==> config.mk <==
export PLATFORM = sky130hd
export DESIGN_NAME = sla_sequential
export DESIGN_NICKNAME = d
export VERILOG_FILES = /design/src/rtl/sla_sequential.sv
export SDC_FILE = /design/constraint.sdc
export NUM_CORES = 1
export LEC_CHECK = 0
export CORE_ASPECT_RATIO = 1.25
export CORE_MARGIN = 10
export CORE_UTILIZATION = 42
export DETAILED_ROUTE_END_ITERATION = 16
export PLACE_DENSITY = 0.82
export SYNTH_ARGS = -nofsm -noshare
export SYNTH_HDL_FRONTEND = slang
export SYNTH_SLANG_ARGS = --single-unit
==> constraint.sdc <==
create_clock -name clk -period 1.52 [get_ports clk]
set_clock_uncertainty 0.15 [all_clocks]
set_input_delay 0.228 -clock clk [delete_from_list [all_inputs] [get_ports clk]]
set_output_delay 0.228 -clock clk [all_outputs]
set_load 0.01 [all_outputs]
**Run 1: logic cells by family**

(3 px per um)
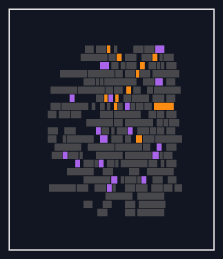
| family | colour | cells | most used |
|---|---|---|---|
| NOR gates | orange | 11 | nor2_1 |
| inverting AOI/OAI gates | purple | 17 | o21ai_0 |
fin cells: 191
most frequent logic cell in the layout: dfrtp_1
combinational share of cell area: 0.309

**Run 1: clock routing**

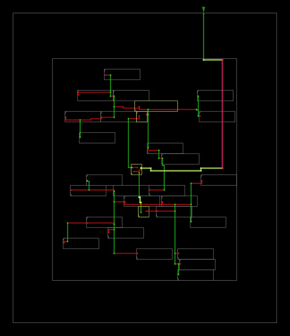
clock buf count: 3
P_clk: 0.000472 W
clk_lat worst skew: 320 ps
Seq cells: 26

**Run 1: PDN straps and rails**

(4 px per um) Pins as bars on the die edge.
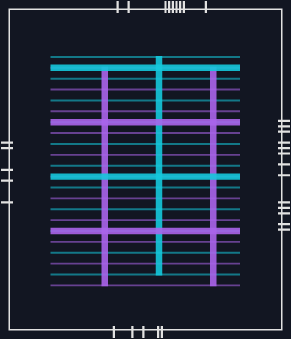
| net | colour |
|---|---|
| VDD | cyan |
| VSS | purple |
met1 rails: 22
signal pins: 32
met5 straps: 4
met4 straps: 3
Max IR drop VDD: 859 uV
Die H: 79.7 um
Placeable Area: 2710 um^2
die width: 67.8 um

**Run 1: metal layers overlaid**

(6 px per um)
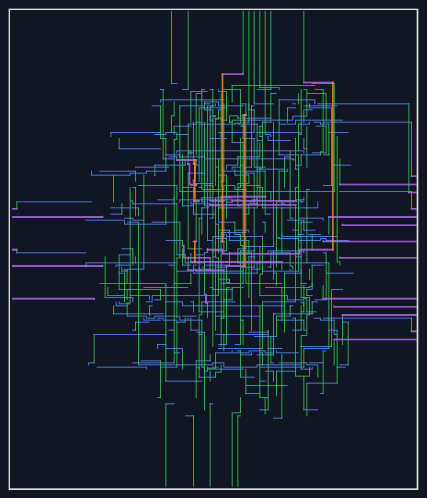
| layer | colour | wire length |
|---|---|---|
| met3 | purple | 280 um |
| met1 | blue | 1,210 um |
| met2 | green | 1,670 um |
| met4 | orange | 91.1 um |
overall routing resource usage: 0.122
final wirelength: 3260 um
detailed-route via count: 1,047
wire per inst: 17.0 um

==> CHANGELOG.md, run 1 <==
## Flow update

* Outcome: complete, no violations
* Setup WS pre-CTS at -251 ps
* Synth cell types at 31
* Seq/total area at 0.375
* Most common cell in the synthesized netlist: dfrtp_1
* Site row count at 21
* Startpoint types: flip-flop
* Largest cell class: sequential cells
* Layout cells sized above 1 at 0.242
* Reg-to-reg setup timing slack at 30 ps
* Clock buf/inv share at 0.0302
* Worst slew pin tran at 361 ps
* CTS buffer count at 3
* Yosys stat chip area at 1200 um^2
* Initial antenna violation count at 0
* Fa+ha+maj area frac at 0.0209
* Inverters at 4
* Final non-clock buffer share at 0.253
* Final HPWL DP at 2250 um
* Max layer used: met4
* Setup Viol. Count Final at 0
* FFs w/ async S/R, synth at 1.00
* Reg clk slew, reported paths at 140 ps
* WS Path Type: flip-flop to flip-flop
* Yosys cell count at 110
* Die area at 5400 um^2
* Max stage delay cell, worst path: dfrtp_1
* Relative slew slack at 0.758
* Cells taking the most area after synthesis: dfrtp_1 (54%), mux2_2 (7.5%), mux2i_1 (5.8%)
* DRT antenna net count at 0
* Final Max Slew Viols at 0
* Endpoints failing hold at 0
* CP Depth at 4
* Fin nets at 179
* DR iter-0 viols at 53
* Floorplan utilization at 0.443
* Io pins at 32
* Synth cell count leaders: dfrtp_1 (26), nand2_1 (14), o21ai_0 (9)
* Lkg Pwr at 0.814 nW
* Sequential cell area fraction in the yosys report at 0.543
* Tool warnings at 29
* Synth Area per Inst at 10.9 um^2
* Syn Nets at 131
* Via density at 5.48
* Number of enable flip-flop cells at 0
* Max-cap check violation count at 0
* Final core occ at 0.642
* Worst setup slack after layout at 30.0 ps
* Clock Sinks at 26
* GP Congestion at 0.872
* Crit-path leading delay family: flip-flops
* Fillers at 207
* Internal power at 0.00207 W
* Hold-fix buffers at CTS at 0
* Area leader, netlist: dfrtp_1
* # diodes at 0
* Metal2 WL at 1670 um
* Yosys reg bits at 26
* Wl on met1 at 1210 um
* Area grow syn2layout at 45.0%
* Crit path cell chain: buf_6 > or3b_4 > mux2i_1 > o21ai_1
* Gr ovfl total at 0
* Synth Area in XOR/XNOR at 0.00731
* WP buf/inv at 1
* Fraction of synthesized area in multiplexers at 0.134
* Yosys warning count at 0
* Comb. pwr at 0.00150 W
* Placed insts at 185
* DR WL met3 at 280 um
* Setup crit end kind: flip-flop
* Crit path arrival time at 1560 ps
* Flop pwr share at 0.380
-- run 1: through the flow --
step                area [um^2]  power (W)  TNS, ps
detailed placement         1640    0.00267    -2420
global placement           1640    0.00260    -2000
floorplan                  1200    0.00195        0
finish                     1740    0.00318        0
CTS                        1690    0.00307    -2.43
global route               1740    0.00341    -26.1
-- run 1: metal layers --
metal / vias to the layer above / global-route usage
li1: 474 / -
met1: 513 / 0.132
met2: 50 / 0.205
met3: 10 / 0.0337
met4: 0 / 0.0706
met5: - / 0
-- run 1: repair_timing --
action                                  4_1_cts  5_1_grt
endpoints found under the hold margin         0        0
cloned                                        0        1
gates resized                                16       17
pin swaps                                     2        5
endpoints found under the setup margin       14       12
buffers inserted                              2        0
**Run 1: clock network drawn from the DEF**

(3 px per um)
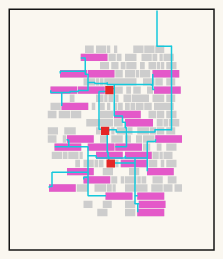

## Run 2: what changed since run 1
--- a/config.mk
+++ b/config.mk
@@ -5,10 +5,12 @@
 export SDC_FILE = /design/constraint.sdc
 export NUM_CORES = 1
 export LEC_CHECK = 0
+export ABC_AREA = 1
 export CORE_ASPECT_RATIO = 1.25
 export CORE_MARGIN = 10
-export CORE_UTILIZATION = 42
+export CORE_UTILIZATION = 43
 export DETAILED_ROUTE_END_ITERATION = 16
+export MAX_ROUTING_LAYER = met4
 export PLACE_DENSITY = 0.82
 export SYNTH_ARGS = -nofsm -noshare
 export SYNTH_HDL_FRONTEND = slang
**Run 2: clock network drawn from the DEF**

(3 px per um)
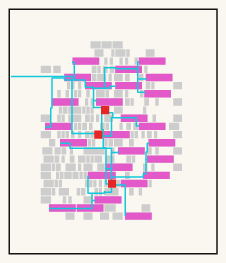
[cells driving clock nets] red | count: 3
[clock wires] cyan | length: 310 um
[flip-flops] magenta | count: 26
routed clock nets: 4
P_clk: 0.000346 W
Clk network pwr share: 0.105

==> CHANGELOG.md, run 2 <==
## Flow update

* Outcome: complete, no violations
* Cells taking the most area after synthesis: dfrtp_1 (51%), nand2_1 (16%), o21ai_0 (6.7%)
* Via density at 4.85 (-11%)
* Relative slew slack at 0.777 (+0.0186)
* Final wirelength at 2700 um (-17%)
* Max-cap check violation count at 0 (unchanged)
* Startpoint types: flip-flop
* Fin nets at 217 (+21%)
* Max layer used: met4
* GP Congestion at 0.883 (+1.3%)
* Max IR drop VDD at 974 uV (+13%)
* WP buf/inv at 2 (+1)
* Most Used Layer, Global Route: met2
* Crit path arrival time at 1490 ps (-70 ps)
* Die area at 5570 um^2 (+3.0%)
* Yosys reg bits at 26 (unchanged)
* Wire per inst at 11.7 um (-31%)
* # diodes at 0 (unchanged)
* CTS buffer count at 3 (unchanged)
* Most common cell in the synthesized netlist: nand2_1
* Fin cells at 231 (+21%)
* Detailed-route via count at 1,121 (+7.1%)
* Final core occ at 0.581 (-0.0612)
* Clock Sinks at 26 (unchanged)
* DP Area at 1640 um^2 (unchanged)
* Clk_lat worst skew at 320 ps (about the same)
* Layout cells sized above 1 at 0.138 (-0.104)
* Site row count at 22 (+4.8%)
* Number of enable flip-flop cells at 0 (unchanged)
* Met1 GRT Util at 0.116 (-0.0163)
* WS Path Type: flip-flop to flip-flop
* Crit-path leading delay family: simple AND/OR/NAND/NOR gates
* Lkg Pwr at 0.858 nW (+5.4%)
* Most frequent logic cell in the layout: nand2_1
* Setup Viol. Count Final at 0 (unchanged)
* TNS Setup at 0 ps (unchanged)
[run 2: kinds of logic (layout without fill, tap and decap cells)]
logic type | count (synthesis) | after routing | synth area share
buffers and inverters | 25 | 62 | 0.0920
DFF | 26 | 26 | 0.509
and+or+nand+nor | 74 | 74 | 0.232
AOI/OAI and AO/OA | 31 | 31 | 0.148
adders and majority gates | 2 | 2 | 0.0196
[run 2: repair_timing]
action,CTS,global route
setup endpoints to repair,13,4
gates resized,15,4
setup buffers,2,0
pin swaps,0,1
[run 2: cell type report]
type                       count  area [um^2]
tap                           36         45.0
multi-input combinational    107          515
inverter                      21         78.8
sequential                    26          652
timing repair buffer          37          352
clock buffer                   4         36.3
fill                         295         1210
Power and IR drop assume default switching activity.
